File: config.mk
export PLATFORM = sky130hd
export DESIGN_NAME = gf_serial_seq
export DESIGN_NICKNAME = d
export VERILOG_FILES = /design/src/rtl/gf_serial_seq.sv
export SDC_FILE = /design/constraint.sdc
export NUM_CORES = 1
export LEC_CHECK = 0
export CORE_AREA = 4 4 56 68
export DETAILED_ROUTE_END_ITERATION = 16
export DIE_AREA = 0 0 60 72
export HOLD_SLACK_MARGIN = 0.15
export SLEW_MARGIN = 10
export SYNTH_ARGS = -nofsm -noshare
export SYNTH_HDL_FRONTEND = slang
export SYNTH_SLANG_ARGS = --single-unit
File: constraint.sdc
create_clock -name clk -period 3.3 [get_ports clk]
set_input_delay 0.825 -clock clk [delete_from_list [all_inputs] [get_ports clk]]
set_output_delay 0.825 -clock clk [all_outputs]
set_load 0.02 [all_outputs]
File: src/rtl/gf_serial_seq.sv
// Sequencing controller for the serial-I/O GF carry-less arithmetic wrapper:
// load operands serially, execute, capture, unload results serially, pulse done.
module gf_serial_seq #(
   parameter int DATA_WIDTH  = 32,
   parameter int EXEC_CYCLES = 2
) (
   input  logic                            clk,
   input  logic                            resetn,
   input  logic                            start,
   input  logic                            abort,
   input  logic [1:0]                      op_sel,
   input  logic                            carry_opt_in,
   output logic                            busy,
   output logic                            done,
   output logic                            shift_in_en,
   output logic                            enable,
   output logic                            sum_funct,
   output logic                            exp_funct,
   output logic                            red_funct,
   output logic                            carry_option,
   output logic                            out_load,
   output logic                            out_shift_en,
   output logic [$clog2(2*DATA_WIDTH):0]   bit_cnt
);

   localparam int CW = $clog2(2*DATA_WIDTH) + 1;
   localparam logic [CW-1:0] LAST_BIT  = CW'(2*DATA_WIDTH - 1);
   localparam logic [3:0]    EXEC_LAST = 4'(EXEC_CYCLES - 1);

   typedef enum logic [2:0] {
      S_IDLE, S_LOAD, S_EXEC, S_CAPTURE, S_UNLOAD, S_DONE
   } state_t;

   state_t     state;
   logic [3:0] exec_cnt;

   // Every strobe is decided one edge ahead, so each output is a plain flop.
   always_ff @(posedge clk or negedge resetn) begin
      if (!resetn) begin
         state        <= S_IDLE;
         busy         <= 1'b0;
         done         <= 1'b0;
         shift_in_en  <= 1'b0;
         enable       <= 1'b0;
         out_load     <= 1'b0;
         out_shift_en <= 1'b0;
         sum_funct    <= 1'b0;
         exp_funct    <= 1'b0;
         red_funct    <= 1'b0;
         carry_option <= 1'b0;
         bit_cnt      <= '0;
         exec_cnt     <= '0;
      end else begin
         shift_in_en  <= 1'b0;
         enable       <= 1'b0;
         out_load     <= 1'b0;
         out_shift_en <= 1'b0;
         done         <= 1'b0;
         if (abort && state != S_IDLE) begin
            // Selects are deliberately kept across an abort.
            state    <= S_IDLE;
            busy     <= 1'b0;
            bit_cnt  <= '0;
            exec_cnt <= '0;
         end else begin
            case (state)
               S_IDLE: begin
                  if (start && !abort) begin
                     state        <= S_LOAD;
                     busy         <= 1'b1;
                     shift_in_en  <= 1'b1;
                     bit_cnt      <= '0;
                     sum_funct    <= (op_sel == 2'b01);
                     exp_funct    <= (op_sel == 2'b10);
                     red_funct    <= (op_sel == 2'b11);
                     carry_option <= carry_opt_in;
                  end
               end
               S_LOAD: begin
                  if (bit_cnt == LAST_BIT) begin
                     state    <= S_EXEC;
                     enable   <= 1'b1;
                     bit_cnt  <= '0;
                     exec_cnt <= '0;
                  end else begin
                     shift_in_en <= 1'b1;
                     bit_cnt     <= bit_cnt + CW'(1);
                  end
               end
               S_EXEC: begin
                  if (exec_cnt == EXEC_LAST) begin
                     state    <= S_CAPTURE;
                     out_load <= 1'b1;
                  end else begin
                     enable   <= 1'b1;
                     exec_cnt <= exec_cnt + 4'd1;
                  end
               end
               S_CAPTURE: begin
                  state        <= S_UNLOAD;
                  out_shift_en <= 1'b1;
                  bit_cnt      <= '0;
               end
               S_UNLOAD: begin
                  if (bit_cnt == LAST_BIT) begin
                     state   <= S_DONE;
                     done    <= 1'b1;
                     bit_cnt <= '0;
                  end else begin
                     out_shift_en <= 1'b1;
                     bit_cnt      <= bit_cnt + CW'(1);
                  end
               end
               S_DONE: begin
                  state <= S_IDLE;
                  busy  <= 1'b0;
               end
               default: begin
                  state <= S_IDLE;
                  busy  <= 1'b0;
               end
            endcase
         end
      end
   end

endmodule

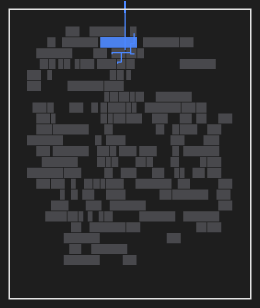
**Above:** run 1 (wires at chosen ports, followed through buffers).
Scale: 4 px per µm.
legend:
  blue:
    port: busy
    direction: output
    edge: top
    end_cells: 1
    buffers: 1
    wire: 25.7 µm
count of buffers from port buffering: 23
total I/O pin count: 24

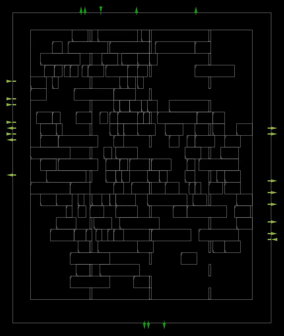
**Above:** run 1 (cell placement).
fraction of area in registers: 39.5%
total number of sequential cells: 24
Rows: 23

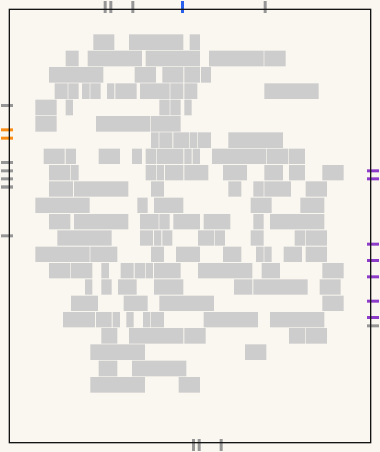
**Above:** run 1 (pin placement).
Scale: 6 px per µm. Pins as bars across the die edge, other pins in gray.
legend:
  blue:
    port: busy
    pins: 1
    direction: output
    edge: top
  orange:
    port: op_sel
    pins: 2
    direction: input
    edge: left
  purple:
    port: bit_cnt
    pins: 7
    direction: output
    edge: right
all pins by edge: 8 right, 8 left, 5 top, 3 bottom
vertical extent of the die: 72 µm
Horiz. Die Dim: 60 µm

==> commit_impl_results.txt, run 1 <==
Add synthesis and place-and-route results

- GRT Resource Usage Total: between 10% and 20%
- Per the summary, power density relative to cell area is approximately 400 nW/µm².
* Routability-driven placement congestion ratio: between 0.7 and 0.8
* Start point of the worst hold path: exp_funct
* Post-CTS clock slew at the launch and capture registers of the worst setup and hold paths: about 0.09 ns
- Cell type with the largest total area after synthesis: sky130_fd_sc_hd__dfrtp_1
- Tightest slew margin relative to the limit: roughly 60%
- Counting flops with an async set or reset pin after synthesis yields a share of 100%.
* Amount of wire on met2 after detailed routing: 1210 µm
* Metal1 wirelength: roughly 1000 µm
* Global Route met2 Usage: 21.2%
* Initial cell density of the core: a little under two fifths
* Met3 capacity usage during global routing: between 3 and 4%
- Worst setup slack for register-to-register paths: 1.55 ns
- Synthesis produced a netlist whose cell count is roughly 110.
- Remaining number of nets flagged by the antenna check after routing: 0
- Top-area cell share: approximately 50%
* First-pass GRT wire length: between 4000 and 5000 µm
* Sum of net half-perimeters after detailed placement: between 1500 and 2000 µm
* Max Root-Sink Buffers: 2
- CTS built an H-tree with a depth of 1.
* Placed cells: ~170
- The net switching power in the latest report is 154 µW.
- Total Power: a little over 600 µW
- The script logs the mean routed wire length per placed instance as approximately 14 µm.
- Counting buffers and inverters, the worst setup path is 5 cells deep.
- Yosys warning tally: 0
- Max Fclk: 0.432 GHz
- Sum of negative setup slack: 0 ns
* Inserted Diodes: 0
- Entering global routing, the biggest net connects 25 pins.
- Listed in order, past its start point the critical path passes clkdlybuf4s50_1, inv_1, a22oi_1, o22ai_1, a221o_1.
- Worst min-delay path endpoint: exp_funct
* Slowest stage delay, CP: 0.66 ns
- Each instance of the synthesized netlist takes up on average between 10 and 15 µm².
- Power attributed to sequential cells is between 300 and 400 µW.
- Relative to the synthesized area, the layout overhead comes to 25.5%.
- In the final layout, the share of cells above drive strength 1 is between 10% and 20%.
* Type of destination of the critical path: register
- Chip area estimate from yosys synthesis: about 1200 µm²
- Switching part of the total power: 25.2%
* Ranking of synthesized cells by instance count: 24 x sky130_fd_sc_hd__dfrtp_1, 9 x sky130_fd_sc_hd__nand2_1, 6 x sky130_fd_sc_hd__nand3_1, 6 x sky130_fd_sc_hd__nor2_1, 6 x sky130_fd_sc_hd__o21ai_0
* Final layout net count: ~150
- Origin of the critical flop-to-flop path: exec_cnt[1]
* Dominant power group: registers
- Outcome: complete, no violations
- Internal power: around 460 µW
* Leading cell types by total area after synthesis: sky130_fd_sc_hd__dfrtp_1 50%, sky130_fd_sc_hd__ha_1 3.1%, sky130_fd_sc_hd__nand2_1 2.8%
- In the synthesized netlist the dominant register cell turns out to be sky130_fd_sc_hd__dfrtp_1.
- Post-CTS Hold Fix Bufs: 0
- The global router reports that the layer with the highest usage is met2.
- Ratio of final minimum period to clock period: 70.1%
- Number of max-slew violations in the final report: 0
* CTS tree: done
* Required time of the critical path: 3.46 ns
- Counting the buffers created by CTS gives 3.
- Worst path buffer plus inverter count: 2
* Clock network latency to the later pin of the worst-skew pair: between 0.2 and 0.3 ns
- Largest register FFs: 7
- Number of distinct standard cells referenced by the synthesized netlist: approximately 42
- In the final report, the number of endpoints failing setup comes to 0.
- P_comb: just under 90 µW
- After detailed routing, no signal wire sits above met4.
- After detailed routing, the total wire length is around 2400 µm.
- Total placed instance area: ~1500 µm²
- The largest register by flop count is bit_cnt.
- Maximum capacitance violations: 0
* Via count of the first global-routing pass: 921
- The report lists the number of cells resized after CTS as 0.
- Cell count of the worst hold path: 2
- Final hold viol count: 0
- Maximum resistive drop on vdd: 0.210 mV
- The critical path starts at abort.
- The worst setup path is launched from an input pin.
* Utilization after layout: 47.1%
- Sequential cells burn 52.2% of the power.
- Remaining Overflow, GRT: 0
- Netlist area before placement: around 1200 µm²
-- run 1: cells in the final DEF, fill, tap and decap left out, types with 2 or more instances in the layout --
cell type                         count
sky130_fd_sc_hd__a22oi_1              2
sky130_fd_sc_hd__clkbuf_8             4
sky130_fd_sc_hd__nor2b_1              2
sky130_fd_sc_hd__xnor2_1              3
sky130_fd_sc_hd__nand3_1              6
sky130_fd_sc_hd__ha_1                 3
sky130_fd_sc_hd__clkdlybuf4s50_1     23
sky130_fd_sc_hd__inv_1                4
sky130_fd_sc_hd__nand2b_1             4
sky130_fd_sc_hd__a22o_1               3
sky130_fd_sc_hd__nand2_1              9
sky130_fd_sc_hd__o22ai_1              2
sky130_fd_sc_hd__nor3_1               3
sky130_fd_sc_hd__a21oi_1              3
sky130_fd_sc_hd__o21ai_0              6
sky130_fd_sc_hd__mux2_2               2
sky130_fd_sc_hd__dfrtp_1             24
sky130_fd_sc_hd__nor3b_1              2
sky130_fd_sc_hd__nor2_1               6
sky130_fd_sc_hd__and2_1               2
-- run 1: cells by family after synthesis --
| family | after synthesis | synth area share (%) |
|---|---|---|
| AND/OR/NAND/NOR | 45 | 22.3 |
| AND-OR/OR-AND | 24 | 14.4 |
| flip-flops | 24 | 49.6 |
| buffers and inverters | 7 | 3.72 |
| XOR/XNOR | 4 | 2.90 |
| multiplexers | 4 | 3.93 |
| adder cells (fa/ha/maj) | 3 | 3.10 |
-- run 1: final cells by class --
cell class,count,area (µm²)
Timing Repair Buffer,24,238
Multi-Input combinational cell,80,564
Inverter,4,15.0
Fill cell,320,1700
Clock buffer,4,55.1
Sequential cell,24,601
Tap cell,37,46.3
--- run 2 (diff from run 1) ---
==> constraint.sdc (replaced) <==
create_clock -name clk -period 2.15 [get_ports clk]
set_input_delay 0.5375 -clock clk [delete_from_list [all_inputs] [get_ports clk]]
set_output_delay 0.5375 -clock clk [all_outputs]
set_load 0.02 [all_outputs]
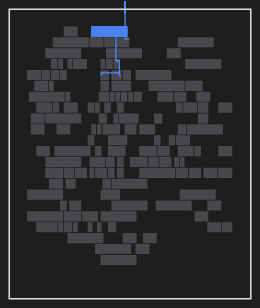
**Above:** run 2 (wires at chosen ports, followed through buffers).
Scale: 4 px per µm.
legend:
  blue:
    port: busy
    direction: output
    edge: top
    end_cells: 1
    buffers: 1
    wire: 27.4 µm

==> commit_impl_results.txt, run 2 <==
Add synthesis and place-and-route results

- The top-area cell type share of the netlist area came to 49.6% (unchanged).
- Number of max-slew violations in the final report: 0 (unchanged)
- In the final run the clock tree shows a worst skew of between 0.007 and 0.008 ns.
- The worst ir drop on vdd is 0.367 mV (+75%).
* Clock tree root driver cell: sky130_fd_sc_hd__clkbuf_8
- Residual DRC: 0
- The number of endpoints failing setup at the final stage came to 0 (unchanged).
- Number of standard cells reported by yosys: approximately 110
- Number of distinct standard cells referenced by the synthesized netlist: 42 (unchanged)
- Cell area power density: 609 nW/µm² (+52%)
- Cts bufs inserted: 3 (unchanged)
- The largest stage delay on the critical path was 0.64 ns (-0.02 ns).
- In this design, the largest share of critical-path delay is due to buffers and inverters.
- The number of nets in the final layout is 148 (+0.68%).
- Tightest slew margin relative to the limit: 63.7% (+3.3 points)
- Cell count of the worst hold path: 2 (unchanged)
- Routability-driven placement congestion ratio: 0.742 (-5.6%)
- The number of antenna violations at the first check in global routing came to 0.
- Per the log, the first TritonRoute iteration ended with a DRC count of around 44.
* Clock network latency to the later pin of the worst-skew pair: 0.26 ns (about the same)
- Sequential cell area: 601 µm² (unchanged)
- Per the cell usage report, the commonest logic cell in the layout is sky130_fd_sc_hd__dfrtp_1.
* Kind of path behind the tightest hold check: register to register
- RSZ-0062 raised after global routing: false
* Count of buffers from port buffering: 23 (unchanged)
* Capturing element of the worst setup path: bit_cnt[2]
* Remaining Overflow, GRT: 0 (unchanged)
- After floorplanning, the core was sized to cover about 3200 µm².
* Max Root-Sink Buffers: 2 (unchanged)
- Yosys attributes the largest share of cell area to sky130_fd_sc_hd__dfrtp_1 50%, sky130_fd_sc_hd__ha_1 3.1%, sky130_fd_sc_hd__nand2_1 2.8%.
* Count of cells along the worst register-to-register path: 6
- The routed length per placed instance was 13.0 µm (-6.7%).
- Top-count cell post-synth: sky130_fd_sc_hd__dfrtp_1
* Vertical extent of the die: 72 µm (unchanged)
* Least-Margin Pin Slew: between 0.5 and 0.6 ns
- The number of endpoints with negative hold slack in the final report is 0 (unchanged).
- The number of cells in the design after placement was 170 (+0.59%).
- Top logic cells by instance count in the layout: 24 x sky130_fd_sc_hd__dfrtp_1, 23 x sky130_fd_sc_hd__clkdlybuf4s50_1, 9 x sky130_fd_sc_hd__nand2_1
- The final routed wirelength across all metal layers came to 2260 µm (-6.2%).
- Final period demand of the worst path: between 1.5 and 2 ns
- The flow reports an fmax of around 0.53 GHz.
* Outcome: complete, no violations
* Syn Nets: roughly 120
* Biggest regs: bit_cnt (7), exec_cnt (4), state (3)
- Ordered list of cells on the worst path: clkdlybuf4s50_1
- For the worst min-delay path, the startpoint reported by OpenROAD is exp_funct.
- The script extracted a total leakage power of between 0.6 and 0.7 nW.
* Required time of the critical path: 1.61 ns (-1.85 ns)
- The startpoint identified for the worst register-to-register timing path is exec_cnt[1].
- In this run the post-CTS setup repair buffer count came out at 0.
* Biggest register: bit_cnt
- Summing over every cut layer, the via total after detailed routing is between 800 and 900.
- Critical path arrival: between 1 and 1.5 ns
- The synthesized netlist cell count came to 111 (unchanged).
* Inserted Diodes: 0 (unchanged)
* Sum of net half-perimeters after detailed placement: 1690 µm (-6.5%)
* Ranking of synthesized cells by instance count: 24 x sky130_fd_sc_hd__dfrtp_1, 9 x sky130_fd_sc_hd__nand2_1, 6 x sky130_fd_sc_hd__nand3_1, 6 x sky130_fd_sc_hd__nor2_1, 6 x sky130_fd_sc_hd__o21ai_0
* Type of element launching the critical path: register
- Netlist area before placement: 1210 µm² (unchanged)
- Post-CTS clock slew at the launch and capture registers of the worst setup and hold paths: 0.09 ns (about the same)
* Number of filler cells placed in the layout: 302 (-5.6%)
* First-pass GRT wire length: 3950 µm (-7.7%)
* Via count of the first global-routing pass: 937 (+1.7%)
- Cell type with the largest total area after synthesis: sky130_fd_sc_hd__dfrtp_1
- The yosys stat chip area is 1210 µm² (unchanged).
* Yosys warning tally: 0 (unchanged)
* Mean cell area of the mapped netlist: 10.9 µm² (unchanged)
- The tightest hold path in the finished design has a slack of 0.493 ns.
- The first TritonRoute pass finished after 4 iterations.
- Fraction of layout instances using a drive strength above 1: 15.3% (+0.62 points)
* Maximum capacitance violations: 0 (unchanged)
* Maximum number of pins on one net before global-route repair: 25 (unchanged)
* CTS tree: done
- The global-route usage over all layers was 11.8% (-1.2 points).
* Via density: 5.16
- From synthesis to final layout, the design area changed by 26.2%.
- According to the CTS report, the clock sink count is 24.
- The share of async-settable or async-resettable flops after synthesis is 100% (unchanged).
* Horiz. Die Dim: 60 µm (unchanged)
- Remaining number of nets flagged by the antenna check after routing: 0 (unchanged)
- The finished layout holds around 170 standard cells, fillers aside.
* Cell resize tally after clock tree synthesis: 0 (unchanged)
- The worst setup path is captured at an output port.
* Worst Setup Path Type: register to output port
- The area of the multi-input gates is 564 µm² (unchanged).
- Looking at the critical path, the single cell with the biggest stage delay is sky130_fd_sc_hd__clkdlybuf4s50_1.
* Worst min-delay path endpoint: exp_funct
* Number of flip-flops and latches in the synthesized netlist: 24
* Worst path buffer plus inverter count: 1 (-1)
- The final critical path takes up about 89% of the cycle.
- CP startpoint: bit_cnt[2]
- After synthesis, flip-flops and latches occupy 49.6% of the total area.
- Total I/O pin count: 24 (unchanged)
- Largest register FFs: 7 (unchanged)
- The instance count on the critical path came to 1 (-4).
- Sum of negative setup slack: 0 ns (unchanged)
- Log Warnings: 27
- Post-CTS Hold Fix Bufs: 0 (unchanged)
* Total Die Area: approximately 4300 µm²
- The H-tree depth reported by CTS came to 1 (unchanged).
* Most common flop cell mapped by yosys: sky130_fd_sc_hd__dfrtp_1
- STA lists the endpoint of the worst register-to-register path as exec_cnt[1].
- Worst setup slack for register-to-register paths: 0.42 ns (-1.13 ns)
- The pre-placement core utilization is 37.5% (unchanged).
- Rows: 23 (unchanged)
* Count of library flops with an enable pin: 0
- The standard cell area after detailed placement was 1470 µm² (+0.51%).
- Utilization after layout: 47.4% (+0.23 points)
- Largest fanout on the critical path: 7
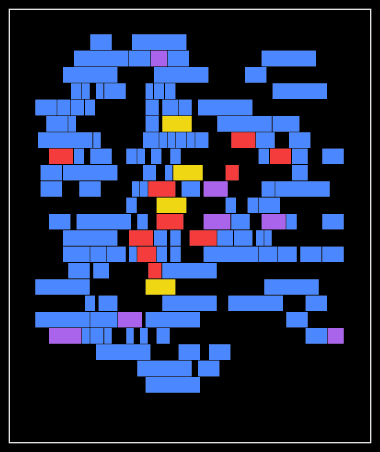
**Above:** run 2 (cells by drive strength).
Scale: 6 px per µm.
legend:
  blue:
    size: x1 and smaller
    cells: 116
  yellow:
    size: x6 and larger
    cells: 4
  red:
    size: x2
    cells: 10
  purple:
    size: x3 and x4
    cells: 7
non-clock buffer count in the final layout: 25
minimum setup slack in the final design: 0.245 ns
final cell area excluding filler cells: 1530 µm²

run 2: cell counts after synthesis:
No cell type changed its count.
run 2: cells by family after synthesis:
kind of cell               synth area share (%)
adders and majority gates                  3.10
muxes                                      3.93
DFF                                        49.6
xor gates and xnor gates                   2.90
and+or+nand+nor                            22.3
buffers and inverters                      3.72
AOI/OAI and AO/OA                          14.4
run 2: worst reg2reg max path, cell delays in order, from the launching register on:
cell and delay [ns]:
sky130_fd_sc_hd__dfrtp_1 0.42, sky130_fd_sc_hd__inv_1 0.07, sky130_fd_sc_hd__ha_1 0.12, sky130_fd_sc_hd__or3b_4 0.39, sky130_fd_sc_hd__a22oi_2 0.20, sky130_fd_sc_hd__o21ai_2 0.12
sky130_fd_sc_hd__mux2_4 0.31
run 2: layout make-up:
class                           count  area share, %
Timing Repair Buffer               25           16.1
Multi-Input combinational cell     80           37.0
Inverter                            4          0.984
Clock buffer                        4           3.61
Tap cell                           37           3.03
Sequential cell                    24           39.3
run 2: per-layer routing:
layer | track usage [%] | wire length, µm | up-vias
met5 | 0 | 0 | -
met4 | 4.43 | 26 | 0
met3 | 2.67 | 129 | 4
met2 | 21.5 | 1150 | 20
met1 | 13.0 | 952 | 425
li1 | - | - | 449
run 2: metrics by stage:
step                worst slack [ns]  power, mW
floorplan                      0.463      0.568
global placement               0.116      0.636
detailed placement             0.102      0.638
CTS                            0.236      0.946
global route                   0.182      0.978
finish                         0.245      0.930
run 2: power breakdown:
group | total [mW] | internal [mW] | switching [mW]
clock | 0.303 | 0.163 | 0.140
sequential | 0.489 | 0.471 | 0.0179
combinational | 0.138 | 0.0676 | 0.0699
**Run 2: pin placement**

Scale: 6 px per µm. Pins as bars across the die edge, other pins in gray.
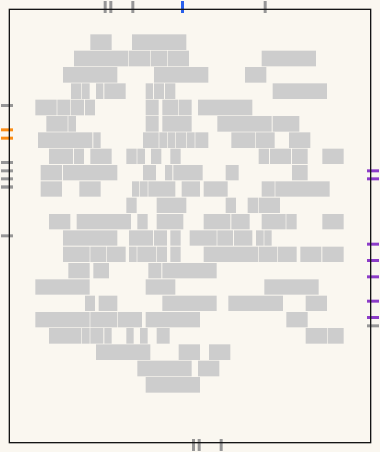

--- run 3 (diff from run 2) ---
--- a/config.mk
+++ b/config.mk
@@ -8,7 +8,9 @@
 export CORE_AREA = 4 4 56 68
 export DETAILED_ROUTE_END_ITERATION = 16
 export DIE_AREA = 0 0 60 72
+export GPL_TIMING_DRIVEN = 0
 export HOLD_SLACK_MARGIN = 0.15
+export SETUP_SLACK_MARGIN = 0.02
 export SLEW_MARGIN = 10
 export SYNTH_ARGS = -nofsm -noshare
 export SYNTH_HDL_FRONTEND = slang
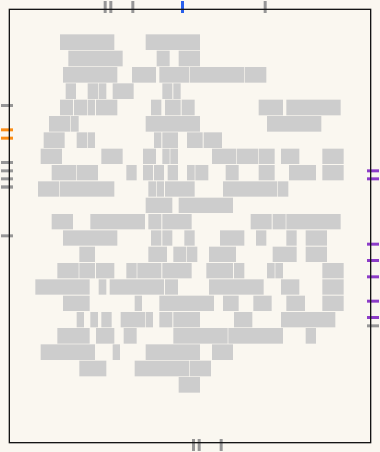
**Above:** run 3 (pin placement).
Scale: 6 px per µm. Pins as bars across the die edge, other pins in gray.
legend:
  blue:
    port: busy
    pins: 1
    direction: output
    edge: top
  purple:
    port: bit_cnt
    pins: 7
    direction: output
    edge: right
  orange:
    port: op_sel
    pins: 2
    direction: input
    edge: left
all pins by edge: 8 right, 8 left, 5 top, 3 bottom
count of buffers from port buffering: 22

==> commit_impl_results.txt, run 3 <==
Add synthesis and place-and-route results

- Biggest register: bit_cnt
- The total via count after detailed routing was 908 (+1.1%).
- The H-tree depth reported by CTS is 1 (unchanged).
- Number of distinct standard cells referenced by the synthesized netlist: 42 (unchanged)
- The number of antenna violations at the first check in global routing was 0 (unchanged).
* Fraction of layout instances using a drive strength above 1: 16.8% (+1.5 points)
- Among cell families on the critical path, the largest total delay comes from buffers and inverters.
* Netlist area before placement: 1210 µm² (unchanged)
- The number of nets in the final layout was 148 (unchanged).
* Total Power: 939 µW (+0.96%)
- The final routed wirelength across all metal layers is 2440 µm (+7.8%).
* Final setup violation count: 0 (unchanged)
- The total leakage power was 0.663 nW (+0.62%).
- The synthesized flop and latch total came to 24 (unchanged).
* Via count of the first global-routing pass: 929 (-0.85%)
- Kind of path behind the tightest hold check: input pin to async pin
* Capturing element of the worst setup path: bit_cnt[5]
- Maximum capacitance violations: 0 (unchanged)
* Cell resize tally after clock tree synthesis: 0 (unchanged)
- Setup fix buffers added after clock tree synthesis: 0 (unchanged)
- The worst register-to-register path begins at exec_cnt[1].
* Yosys warning tally: 0 (unchanged)
* Sum of negative setup slack: 0 ns (unchanged)
- Number of sinks driven by the clock tree: 24 (unchanged)
* Synth Seq Share: 49.6% (unchanged)
- Count of library flops with an enable pin: 0 (unchanged)
- Final hold viol count: 0 (unchanged)
* Max Root-Sink Buffers: 2 (unchanged)
- The post-synthesis cell count from yosys was 111 (unchanged).
* Ratio of final minimum period to clock period: 88.6% (about the same)
- Listed in order, past its start point the critical path passes clkdlybuf4s50_1.
* Initial cell density of the core: 37.5% (unchanged)
- Required time of the critical path: 1.61 ns (about the same)
- The capture point of the worst register-to-register path is recorded as exec_cnt[1].
- Clock tree root driver cell: sky130_fd_sc_hd__clkbuf_8
- The most used flip-flop cell after synthesis is sky130_fd_sc_hd__dfrtp_1.
- Remaining Overflow, GRT: 0 (unchanged)
* Top logic cells by instance count in the layout: 24 x sky130_fd_sc_hd__dfrtp_1, 21 x sky130_fd_sc_hd__clkdlybuf4s50_1, 9 x sky130_fd_sc_hd__nand2_1
- The synthesis-to-layout area growth is 26.2% (unchanged).
* Tightest slew margin relative to the limit: 60.2% (-3.5 points)
- Syn Nets: 121 (unchanged)
* Number of standard cells in the final layout excluding fillers: 174 (unchanged)
- The post-placement setup slack is 0.0912 ns (-0.0110 ns).
* Count of cells along the worst register-to-register path: 6 (unchanged)
- The highest fanout seen on the critical path is 6 (-1).
- For this design, the slowest cell found on the critical path is sky130_fd_sc_hd__clkdlybuf4s50_1.
* Outcome: complete, no violations
* Type of element launching the critical path: register
- The routed length per placed instance came to 14.0 µm (+7.8%).
- The number of top-level design ports was 24 (unchanged).
- The post-layout worst setup margin was 0.246 ns (+0.000349 ns).
* Rows: 23 (unchanged)
* RSZ-0062 raised after global routing: false
- Ranking of synthesized cells by instance count: 24 x sky130_fd_sc_hd__dfrtp_1, 9 x sky130_fd_sc_hd__nand2_1, 6 x sky130_fd_sc_hd__nand3_1, 6 x sky130_fd_sc_hd__nor2_1, 6 x sky130_fd_sc_hd__o21ai_0
- The number of pins with negative max-slew slack in the final report was 0 (unchanged).
- CP startpoint: bit_cnt[5]
- The total power divided by cell area came to 615 nW/µm² (+0.96%).
- TritonCTS built the clock tree.
- Biggest regs: bit_cnt (7), exec_cnt (4), state (3)
* Post-CTS Hold Fix Bufs: 0 (unchanged)
- The detailed placer's ending HPWL is 1780 µm (+4.9%).
- Worst path buffer plus inverter count: 1 (unchanged)
- Final period demand of the worst path: 1.90 ns (-0.000349 ns)
- Least-Margin Pin Slew: 0.597 ns (+0.0528 ns)
- Log Warnings: 27 (unchanged)
* Number of optimization iterations in the first detailed-route pass: 4 (unchanged)
- The clock latency on the worst-skew pair came to 0.27 ns (about the same).
- GRT Resource Usage Total: 12.2% (+0.41 points)
- The maximum operating frequency is 0.525 GHz (about the same).
- Cts bufs inserted: 3 (unchanged)
- Residual DRC: 0 (unchanged)
* Top-area cell share: 49.6% (unchanged)
- The instance count on the critical path was 1 (unchanged).
- The share of async-settable or async-resettable flops after synthesis was 100% (unchanged).
- The number of routed nets with antenna violations came to 0 (unchanged).
- The number of antenna diodes is 0 (unchanged).
- The clock-pin slew on the worst setup and hold paths was 0.08 ns (about the same).
- Type of destination of the critical path: output port
- Sorting the synthesized cells by area gives the leading types as sky130_fd_sc_hd__dfrtp_1 50%, sky130_fd_sc_hd__ha_1 3.1%, sky130_fd_sc_hd__nand2_1 2.8%.
- The largest net degree at the start of global routing came to 25 (unchanged).
* Worst setup slack for register-to-register paths: 0.40 ns (-0.02 ns)
- The vertical die dimension is 72 µm (unchanged).
- The core area was 3220 µm² (unchanged).
* Top-count cell post-synth: sky130_fd_sc_hd__dfrtp_1
- The number of cells in the design after placement is 170 (unchanged).
- Looking at area per cell type in the netlist, the leader is sky130_fd_sc_hd__dfrtp_1.
- Number of filler cells placed in the layout: 313 (+3.6%)
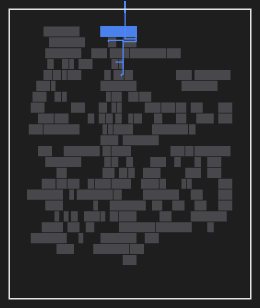
**Above:** run 3 (wires at chosen ports, followed through buffers).
Scale: 4 px per µm.
legend:
  blue:
    port: busy
    direction: output
    edge: top
    end_cells: 1
    buffers: 1
    wire: 29.8 µm

## run 3: cell counts after synthesis
No cell type changed its count.
## run 3: report_power, final
part	leakage, nW	internal (mW)	switching, mW
Clock	0.0288	0.164	0.147
Sequential	0.322	0.472	0.0147
Combinational	0.313	0.0670	0.0752
## run 3: per-layer routing
metal | GRT usage, % | part of all wire [%]
met5 | 0 | 0
met4 | 5.17 | 1.6
met3 | 3.02 | 5.3
met2 | 22.1 | 51
met1 | 13.1 | 42
## run 3: area by class of cell
class	count	area (µm²)	share of cell area, %
multi-input combinational	80	564	37.0
tap	37	46.3	3.03
sequential	24	601	39.3
clock buffer	4	55.1	3.61
timing repair buffer	22	215	14.1
inverter	4	15.0	0.984
buffer	3	30.0	1.97
## run 3: cells by family after synthesis
logic type / synth area share, %
mux: 3.93
flops: 49.6
fa+ha+maj: 3.10
xor+xnor: 2.90
buf+inv: 3.72
simple gates: 22.3
compound gates: 14.4
## run 3: worst min path at each step
stage | startpoint | end | cells after the start
2_1_floorplan | resetn | bit_cnt[0] | 0
3_3_place_gp | exp_funct | exp_funct | 2
3_5_place_dp | exp_funct | exp_funct | 2
4_1_cts | abort | state[2] | 2
5_1_grt | resetn | bit_cnt[4] | 1
6_report | resetn | bit_cnt[4] | 1
## run 3: through the flow
step / area, µm² / hold slack, ns
after detailed placement: 1480 / 0.476
after global routing: 1530 / 0.299
after global placement: 1480 / 0.468
after CTS: 1530 / 0.456
final: 1530 / 0.241
after floorplan: 1210 / 0.242
## run 3: worst reg2reg max path, delay by kind of cell (launching register included)
kind	cells	cell delay (ns)
DFF	1	0.42
muxes	1	0.31
adders and majority gates	1	0.13
buffers and inverters	1	0.07
AOI/OAI and AO/OA	2	0.32
and+or+nand+nor	1	0.39

==> layout pictures side by side <==
Logic cells by family.
Scale: 6 px per µm.
Plate I
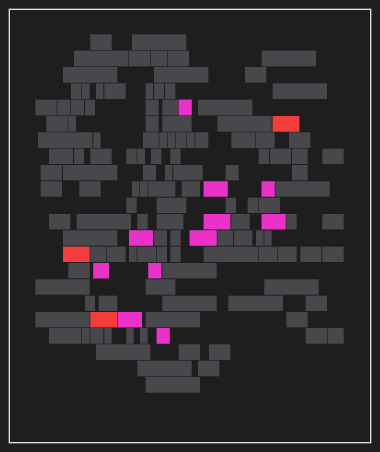
Plate II
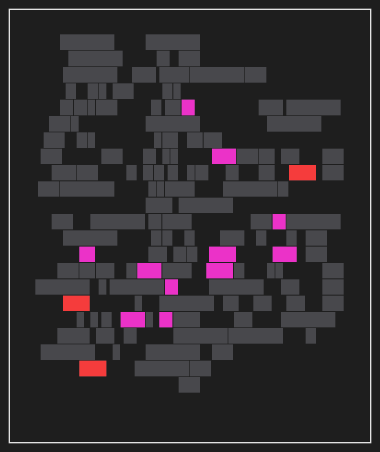
- run 2 = Plate I
- run 3 = Plate II

Key to Plate II:
legend:
  magenta:
    family: and/or cells
    cells: 11
    most_used: and2_1
  red:
    family: fa/ha/maj cells
    cells: 3
    most_used: ha_1

No activity file was given, so power comes from the tool's default toggle rates.
